### src/rtl/stq_pkg.sv
// Store-queue shared definitions: queue depth, entry pointer type, one-hot decode
// and the drain-side FSM states.
package stq_pkg;

  localparam int unsigned STQ_BUF_COUNT = 64;
  localparam int unsigned STQ_PTR_W     = $clog2(STQ_BUF_COUNT);

  typedef logic [STQ_PTR_W-1:0] stq_ptr_t;

  typedef enum logic {
    DRAIN_EMPTY = 1'b0,
    DRAIN_FULL  = 1'b1
  } drain_state_e;

  function automatic logic [STQ_BUF_COUNT-1:0] stq_onehot(input stq_ptr_t ptr);
    logic [STQ_BUF_COUNT-1:0] oh;
    oh      = '0;
    oh[ptr] = 1'b1;
    return oh;
  endfunction

endpackage

### src/rtl/stq_drain_obuf.sv
// Drain output request register: captures the read entry, holds it under back-pressure and
// reports the entries to free on acceptance. STQ_DRAIN_MERGE_EN adds same-dword store merging.
module stq_drain_obuf
  import stq_pkg::*;
#(
  parameter int unsigned WIDTH     = 64,
  parameter int unsigned ADDR_W    = 40,
  parameter int unsigned BUF_COUNT = STQ_BUF_COUNT,
  localparam int unsigned BE_W     = WIDTH / 8
) (
  input  logic                 clk,
  input  logic                 rst,
  input  logic                 load,
  input  logic                 accept,
`ifdef STQ_DRAIN_MERGE_EN
  input  logic                 merge,
  output logic                 merged,
`endif
  input  logic [STQ_PTR_W-1:0] rd_idx,
  input  logic [ADDR_W-1:0]    rd_addr,
  input  logic [WIDTH-1:0]     rd_data,
  input  logic [BE_W-1:0]      rd_be,
  output logic [ADDR_W-1:0]    wr_addr,
  output logic [WIDTH-1:0]     wr_data,
  output logic [BE_W-1:0]      wr_be,
  output logic [BUF_COUNT-1:0] free_en
);

  stq_ptr_t idx0_q;

`ifdef STQ_DRAIN_MERGE_EN
  logic [WIDTH-1:0] merge_data;
  logic             merged_q;
  stq_ptr_t         idx1_q;

  // Younger store wins on the bytes it enables.
  always_comb begin
    merge_data = wr_data;
    for (int unsigned b = 0; b < BE_W; b++) begin
      if (rd_be[b]) merge_data[b*8 +: 8] = rd_data[b*8 +: 8];
    end
  end

  always_ff @(posedge clk or negedge rst) begin
    if (!rst) begin
      merged_q <= 1'b0;
      idx1_q   <= '0;
    end else if (load) begin
      merged_q <= 1'b0;
    end else if (merge) begin
      merged_q <= 1'b1;
      idx1_q   <= rd_idx;
    end
  end

  assign merged = merged_q;
`endif

  // Request payload; load and merge are mutually exclusive (merge only under !wr_ready).
  always_ff @(posedge clk or negedge rst) begin
    if (!rst) begin
      wr_addr <= '0;
      wr_data <= '0;
      wr_be   <= '0;
      idx0_q  <= '0;
    end else if (load) begin
      wr_addr <= rd_addr;
      wr_data <= rd_data;
      wr_be   <= rd_be;
      idx0_q  <= rd_idx;
    end
`ifdef STQ_DRAIN_MERGE_EN
    else if (merge) begin
      wr_data <= merge_data;
      wr_be   <= wr_be | rd_be;
    end
`endif
  end

  always_comb begin
    free_en = '0;
    if (accept) free_en = BUF_COUNT'(stq_onehot(idx0_q));
`ifdef STQ_DRAIN_MERGE_EN
    if (accept && merged_q) free_en = free_en | BUF_COUNT'(stq_onehot(idx1_q));
`endif
  end

endmodule

### src/rtl/stq_drain.sv
// In-order store-queue drain: pending counter, head pointer and request FSM feeding the L1D
// write port. Optional store merging is enabled with STQ_DRAIN_MERGE_EN.
module stq_drain
  import stq_pkg::*;
#(
  parameter int unsigned WIDTH     = 64,
  parameter int unsigned ADDR_W    = 40,
  parameter int unsigned BUF_COUNT = STQ_BUF_COUNT,
  localparam int unsigned BE_W     = WIDTH / 8
) (
  input  logic                 clk,
  input  logic                 rst,
  input  logic [1:0]           commit_cnt,
  output logic [BUF_COUNT-1:0] rd_en,
  input  logic [WIDTH-1:0]     rd_data,
  input  logic [ADDR_W-1:0]    rd_addr,
  input  logic [BE_W-1:0]      rd_be,
  output logic                 wr_valid,
  input  logic                 wr_ready,
  output logic [ADDR_W-1:0]    wr_addr,
  output logic [WIDTH-1:0]     wr_data,
  output logic [BE_W-1:0]      wr_be,
  output logic [BUF_COUNT-1:0] free_en,
  output logic [6:0]           pend_cnt
);

  drain_state_e state_q, state_d;
  stq_ptr_t     head_q;
  logic [6:0]   pend_q;
  logic         has_pend;
  logic         accept;
  logic         rd_fire;
  logic         rd_take;

  assign has_pend = (pend_q != 7'd0);
  assign accept   = (state_q == DRAIN_FULL) & wr_ready;
  assign rd_fire  = has_pend & ((state_q == DRAIN_EMPTY) | wr_ready);

`ifdef STQ_DRAIN_MERGE_EN
  logic merged;
  logic mrg_probe;
  logic mrg_fire;

  // Probe the head entry while stalled so its address can be compared; an unmatched probe is discarded.
  assign mrg_probe = (state_q == DRAIN_FULL) & ~wr_ready & has_pend & ~merged;
  assign mrg_fire  = mrg_probe & (rd_addr[ADDR_W-1:3] == wr_addr[ADDR_W-1:3]);
  assign rd_take   = rd_fire | mrg_fire;
  assign rd_en     = (rd_fire | mrg_probe) ? BUF_COUNT'(stq_onehot(head_q)) : '0;
`else
  assign rd_take   = rd_fire;
  assign rd_en     = rd_fire ? BUF_COUNT'(stq_onehot(head_q)) : '0;
`endif

  always_ff @(posedge clk or negedge rst) begin
    if (!rst) begin
      state_q <= DRAIN_EMPTY;
      head_q  <= '0;
      pend_q  <= '0;
    end else begin
      state_q <= state_d;
      pend_q  <= pend_q + 7'(commit_cnt) - 7'(rd_take);
      if (rd_take) head_q <= head_q + stq_ptr_t'(1);
    end
  end

  always_comb begin
    state_d = state_q;
    case (state_q)
      DRAIN_EMPTY: if (rd_fire) state_d = DRAIN_FULL;
      DRAIN_FULL:  if (wr_ready && !rd_fire) state_d = DRAIN_EMPTY;
      default:     state_d = DRAIN_EMPTY;
    endcase
  end

  assign wr_valid = (state_q == DRAIN_FULL);
  assign pend_cnt = pend_q;

  stq_drain_obuf #(
    .WIDTH     (WIDTH),
    .ADDR_W    (ADDR_W),
    .BUF_COUNT (BUF_COUNT)
  ) u_obuf (
    .clk     (clk),
    .rst     (rst),
    .load    (rd_fire),
    .accept  (accept),
`ifdef STQ_DRAIN_MERGE_EN
    .merge   (mrg_fire),
    .merged  (merged),
`endif
    .rd_idx  (head_q),
    .rd_addr (rd_addr),
    .rd_data (rd_data),
    .rd_be   (rd_be),
    .wr_addr (wr_addr),
    .wr_data (wr_data),
    .wr_be   (wr_be),
    .free_en (free_en)
  );

  // Allocation must never over-commit the queue; commit width is at most two.
  a_no_overcommit: assert property (@(posedge clk) disable iff (!rst)
    (8'(pend_q) + 8'(commit_cnt)) <= 8'(BUF_COUNT));
  a_commit_range: assert property (@(posedge clk) disable iff (!rst) commit_cnt != 2'd3);

endmodule

### config.mk
export PLATFORM = sky130hd
export DESIGN_NAME = stq_drain
export DESIGN_NICKNAME = d
export VERILOG_FILES = /design/src/rtl/stq_pkg.sv /design/src/rtl/stq_drain_obuf.sv /design/src/rtl/stq_drain.sv
export SDC_FILE = /design/constraint.sdc
export NUM_CORES = 1
export LEC_CHECK = 0
export CAP_MARGIN = 20
export CORE_ASPECT_RATIO = 0.6
export CORE_MARGIN = 4
export CORE_UTILIZATION = 38
export DETAILED_ROUTE_END_ITERATION = 10
export GPL_TIMING_DRIVEN = 0
export PLACE_DENSITY = 0.81
export SYNTH_ARGS = -nofsm -noshare
export SYNTH_HDL_FRONTEND = slang
export SYNTH_HIERARCHICAL = 1
export SYNTH_SLANG_ARGS = --single-unit
### constraint.sdc
create_clock -name clk -period 3 [get_ports clk]
set_clock_uncertainty 0.05 [all_clocks]
set_input_delay 0.6 -clock clk [delete_from_list [all_inputs] [get_ports clk]]
set_output_delay 0.6 -clock clk [all_outputs]
set_load 0.02 [all_outputs]
Run 1, nets reached from selected ports:
Scale bar: 50 um.
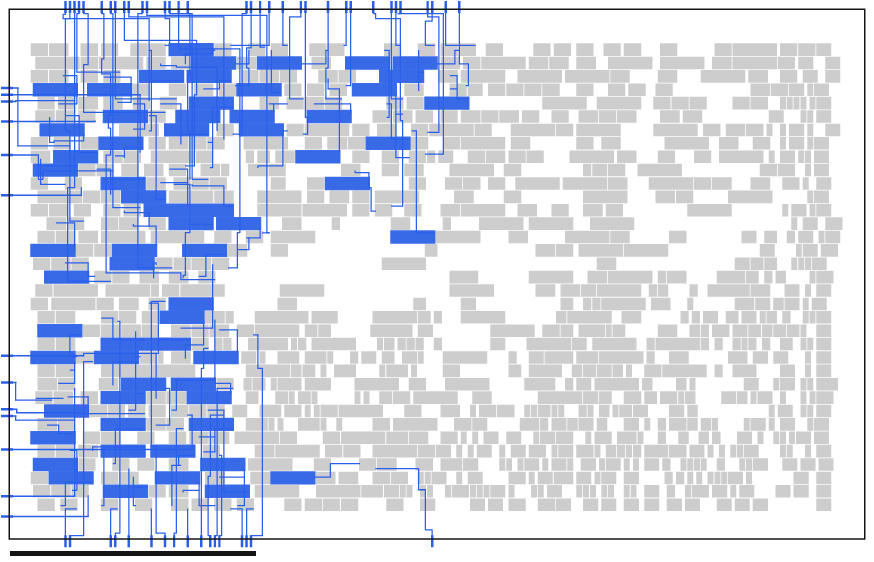
Key: `wr_data` = blue [bits 64, direction output, end cells 64, buffers 64, wire 2690 um]

Run 1, supply network:
Scale bar: 50 um. Pins as bars on the die edge. Tap cells in gray.
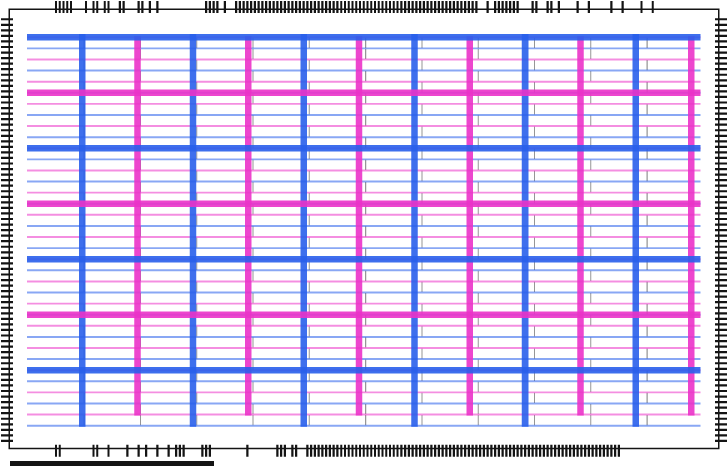
Key: VSS = blue; VDD = magenta
365 signal pins sit on the boundary. 12 straps on met4. 7 straps on met5. 36 met1 rails follow the rows. 203 tap cells.

Run 1, cell outlines without signal wires:
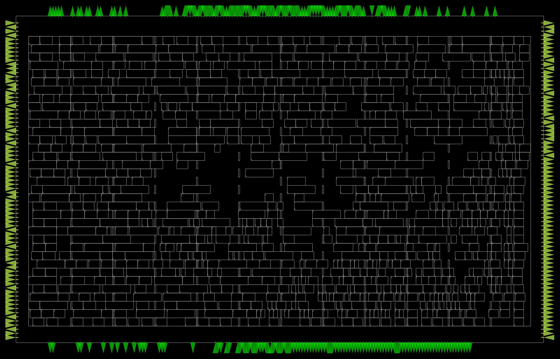
Tapcells: 203
flop count: 132
sequential portion of the cell area: 30.3%
non-filler cells, final: 1160

==> results.yml, run 1 <==
# generated from flow reports
cts:
  cts_sinks: 132
  clk_pin_slew_ns: 0.07
  holdBufCountCts: 0
  cts_buffers: 17
  insertion_delay_ns: 0.41
worst_setup_path:
  cp.depth: 15
  cp-start-kind: "register"
  critPathCapture: "pend_cnt[6]"
  critPathTopFamily: "adder cells"
  cp_max_fo: 5
  crit_path_start: "pend_cnt[5]"
  endpoint_kind: "register"
  r2r_setup_slack_ns: -0.01
  max_stage_delay_ns: 0.45
  crit_chain: "inv_2 -> ha_1 -> nor4b_4 -> buf_4 -> nand2_2 -> and2_4 -> ha_4 -> inv_2 -> ha_4 -> inv_1 -> fa_2 -> nor2b_4 -> o221ai_2 -> a21oi_2 -> o211ai_1"
  crit_type: "reg -> reg"
outcome:
  violations: "negative setup slack"
  status: "complete, but fails checks"
detailed_routing:
  drt-vias-per-instance: 4.90
  num_vias: 5686
  route.final.wire_length_mm: 21.3
  drt-initial-drc-count: 208
  firstDrtPassIters: 5
  drc: 0
power:
  design_power_total_mw: 7.95
  netSwitchingPower_mw: 2.97
  power.density_nw_per_um2: 730
  seq_power_share_pct: 29.4
  clockPowerShare_pct: 26.4
  p_int_mw: 4.98
  leakage_nw: 4.99
global_routing:
  use_met3_pct: 7.86
  antenna_found_initial: 1
  grtUsageTotal_pct: 22.0
  grt_pass1_wl_mm: 32.3
  grt_max_degree: 97
sta:
  max_freq_mhz: 332
  max-slew-margin-rel_pct: 64.8
  setup_viol: 1
  grt_setup_unrepaired: "true"
  period_used_pct: 100
  setup_ws_ns: -0.0119
  worst_hold_slack_ns: 0.0275
layout:
  buffer_area_share_pct: 35.1
  final_area_sq_um: 10900
  drive_above_1_share_pct: 24.8
  comb_share_pct: 26.1
  top_register: "u_obuf/wr_data"
  largest_register_ffs: 64
  comb.multi_input.count: 360
  clkCellAreaFrac_pct: 5.49
  clkbuf_count: 18
place:
  dp_slack_ns: -0.355
yosys:
  ys_seq_share_pct: 52.9
  syn_area_per_cell_sq_um: 11.5
  ys_top_logic_family: "multiplexers"
  top_cell_area_share_pct: 52.9
  ys_ff: 132
  top_area_cell: "dfrtp_1"
  syn_inst: 543
  fp_nets: 672
  xor_share_pct: 1.12
  synth.area.mux_share_pct: 21.5
  ys.flop_type: "dfrtp_1"
floorplanning:
  die.size.x_um: 174
  num_io_pins: 365
  dieArea_sq_um: 18600
  die_y_um: 107
  rows: 35
hold_path:
  min_path_type: "in -> async"
Run 1, wire density map:
The die is cut into 35 by 21 equal tiles; dark blue is low, red is high, scaled to the fullest tile. Values are wire area over tile area, all layers added.
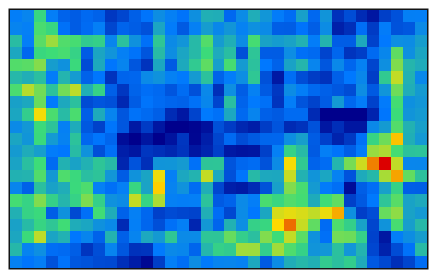

==> run 1 -> run 2 <==
Settings changed: SKIP_CTS_REPAIR_TIMING from default to 1.
Run 2, wire density map:
The die is cut into 35 by 21 equal tiles; dark blue is low, red is high, scaled to the fullest tile. Values are wire area over tile area, all layers added.
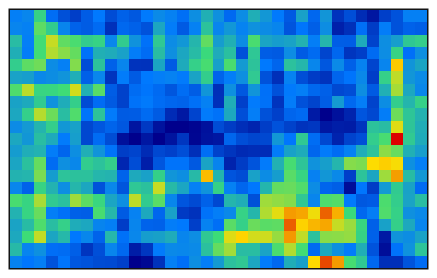
The densest ninth of the die: bottom right. 14% of the tiles are over half the peak. The mean over all tiles is 0.19.

==> results.yml, run 2 <==
# generated from flow reports
layout:
  sh_seq_area_pct: 29.2
  comb_share_pct: 24.8
  clkCellAreaFrac_pct: 5.29
  top_register: "u_obuf/wr_data"
  final_area_sq_um: 11300
  seq_cell_count: 132
  instances_no_fill: 1158
  comb.multi_input.count: 360
  buffer_area_share_pct: 37.9
  largest_register_ffs: 64
power:
  leakage_nw: 6.67
  p_int_mw: 5.00
  clockPowerShare_pct: 26.4
  design_power_total_mw: 7.94
worst_setup_path:
  crit_type: "in -> out"
  cp.depth: 5
  crit_path_start: "wr_ready"
  cp_max_fo: 4
  crit_chain: "clkdlybuf4s50_1 -> and2_1 -> nand4bb_1 -> nor2_1 -> clkdlybuf4s50_1"
  critPathTopFamily: "buffers and inverters"
  max_stage_delay_ns: 0.61
global_routing:
  grt_pass1_wl_mm: 31.5
  use_met3_pct: 7.72
  antenna_found_initial: 1
  grtUsageTotal_pct: 21.4
  grt_max_degree: 97
detailed_routing:
  drt-initial-drc-count: 212
  drc: 0
  num_vias: 5738
  drt-vias-per-instance: 4.96
outcome:
  status: "finished, final reports clean"
yosys:
  ys.flop_type: "dfrtp_1"
  xor_share_pct: 1.12
  ys_top_logic_family: "multiplexers"
  synth.area.mux_share_pct: 21.5
  syn_area_per_cell_sq_um: 11.5
  ys_ff: 132
  syn_inst: 543
cts:
  cts_buffers: 17
  insertion_delay_ns: 0.41
floorplanning:
  die.size.x_um: 174
  dieArea_sq_um: 18600
  num_io_pins: 365
  die_y_um: 107
  rows: 35
sta:
  setup_ws_ns: 0.0564
  period_used_pct: 98.1
  worst_hold_slack_ns: 0.0317
  max_freq_mhz: 340
  setup_viol: 0
  max-slew-margin-rel_pct: 66.8
hold_path:
  min_path_type: "in -> async"
Run 2, nets reached from selected ports:
Scale bar: 50 um.
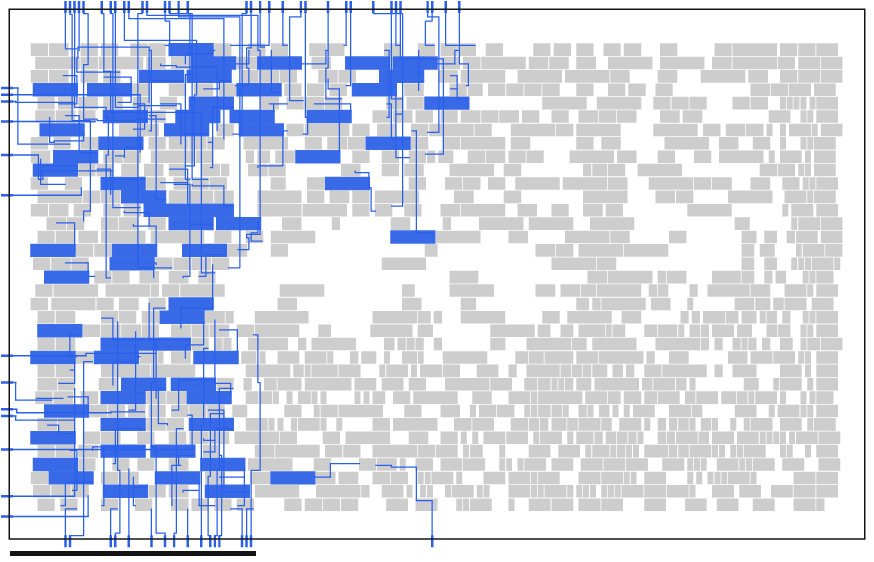

==> run 2 -> run 3 <==
Settings changed: SETUP_SLACK_MARGIN from default to 0.02.
Run 3, nets reached from selected ports:
Scale bar: 50 um.
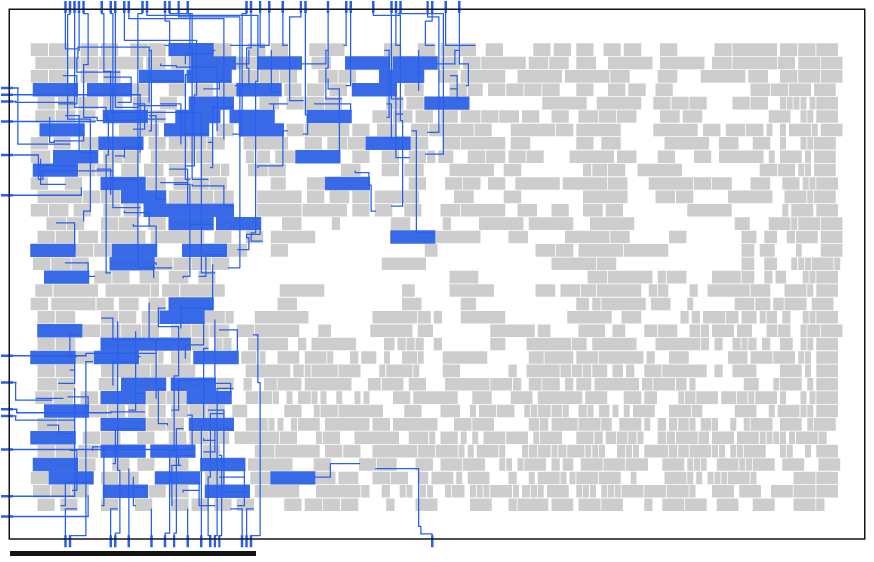
Key: `wr_data` = blue [bits 64, direction output, end cells 64, buffers 64, wire 2690 um]

==> results.yml, run 3 <==
# generated from flow reports
worst_setup_path:
  crit_type: "in -> out"
  critPathCapture: "free_en[7]"
  r2r_setup_slack_ns: 0.19
  critPathTopFamily: "buffers and inverters"
  required_ns: 2.35
  crit_path_start: "wr_ready"
  cp_max_fo: 10
  cp-start-kind: "primary input"
  crit_chain: "clkdlybuf4s50_1 -> and2_1 -> buf_4 -> nand4_1 -> buf_4 -> nor2_1 -> clkbuf_2"
  max_stage_delay_ns: 0.46
  cp.depth: 7
  endpoint_kind: "output pin"
layout:
  drive_above_1_share_pct: 25.2
  final_area_sq_um: 11200
  sh_seq_area_pct: 29.4
  buffer_area_share_pct: 37.2
  instances_no_fill: 1153
  largest_register_ffs: 64
  comb.multi_input.count: 360
  clkCellAreaFrac_pct: 5.33
  top_register: "u_obuf/wr_data"
  seq_cell_count: 132
  inverters_excl_clock: 17
  syn2layout_area_growth_pct: 79.7
  comb_share_pct: 25.2
  regArea_sq_um: 3300
power:
  clockPowerShare_pct: 26.4
  design_power_total_mw: 7.95
  leakage_nw: 6.52
  powerSeq_mw: 2.38
  p_int_mw: 4.99
  pg_clk_mw: 2.09
  netSwitchingPower_mw: 2.96
detailed_routing:
  drt-initial-drc-count: 242
  num_vias: 5726
  drc: 0
  firstDrtPassIters: 5
  route.final.wire_length_mm: 21.7
  drt-vias-per-instance: 4.97
yosys:
  synth.area.mux_share_pct: 21.5
  syn_inst: 543
  ys_top_logic_family: "multiplexers"
  fp_nets: 672
  syn_area_per_cell_sq_um: 11.5
  top_area_cell: "dfrtp_1"
  ys_ff: 132
  ys_seq_share_pct: 52.9
  top_cell_area_share_pct: 52.9
  xor_share_pct: 1.12
sta:
  setup_viol: 0
  period_used_pct: 95.8
  grt_setup_unrepaired: "false"
  worst_hold_slack_ns: 0.0312
  max_freq_mhz: 348
  setup_ws_ns: 0.127
  max-slew-margin-rel_pct: 66.3
global_routing:
  grtUsageTotal_pct: 21.4
  grt_pass1_wl_mm: 31.5
  use_met3_pct: 7.72
  antenna_found_initial: 1
hold_path:
  min_path_type: "in -> async"
floorplanning:
  dieArea_sq_um: 18600
  taps: 203
  num_io_pins: 365
  design.core.area_sq_um: 15700
  rows: 35
  die.size.x_um: 174
place:
  portBuffers: 364
cts:
  insertion_delay_ns: 0.41
  clk_pin_slew_ns: 0.07
  cts_sinks: 132
outcome:
  status: "finished, final reports clean"
No activity file was given, so power comes from the tool's default toggle rates.
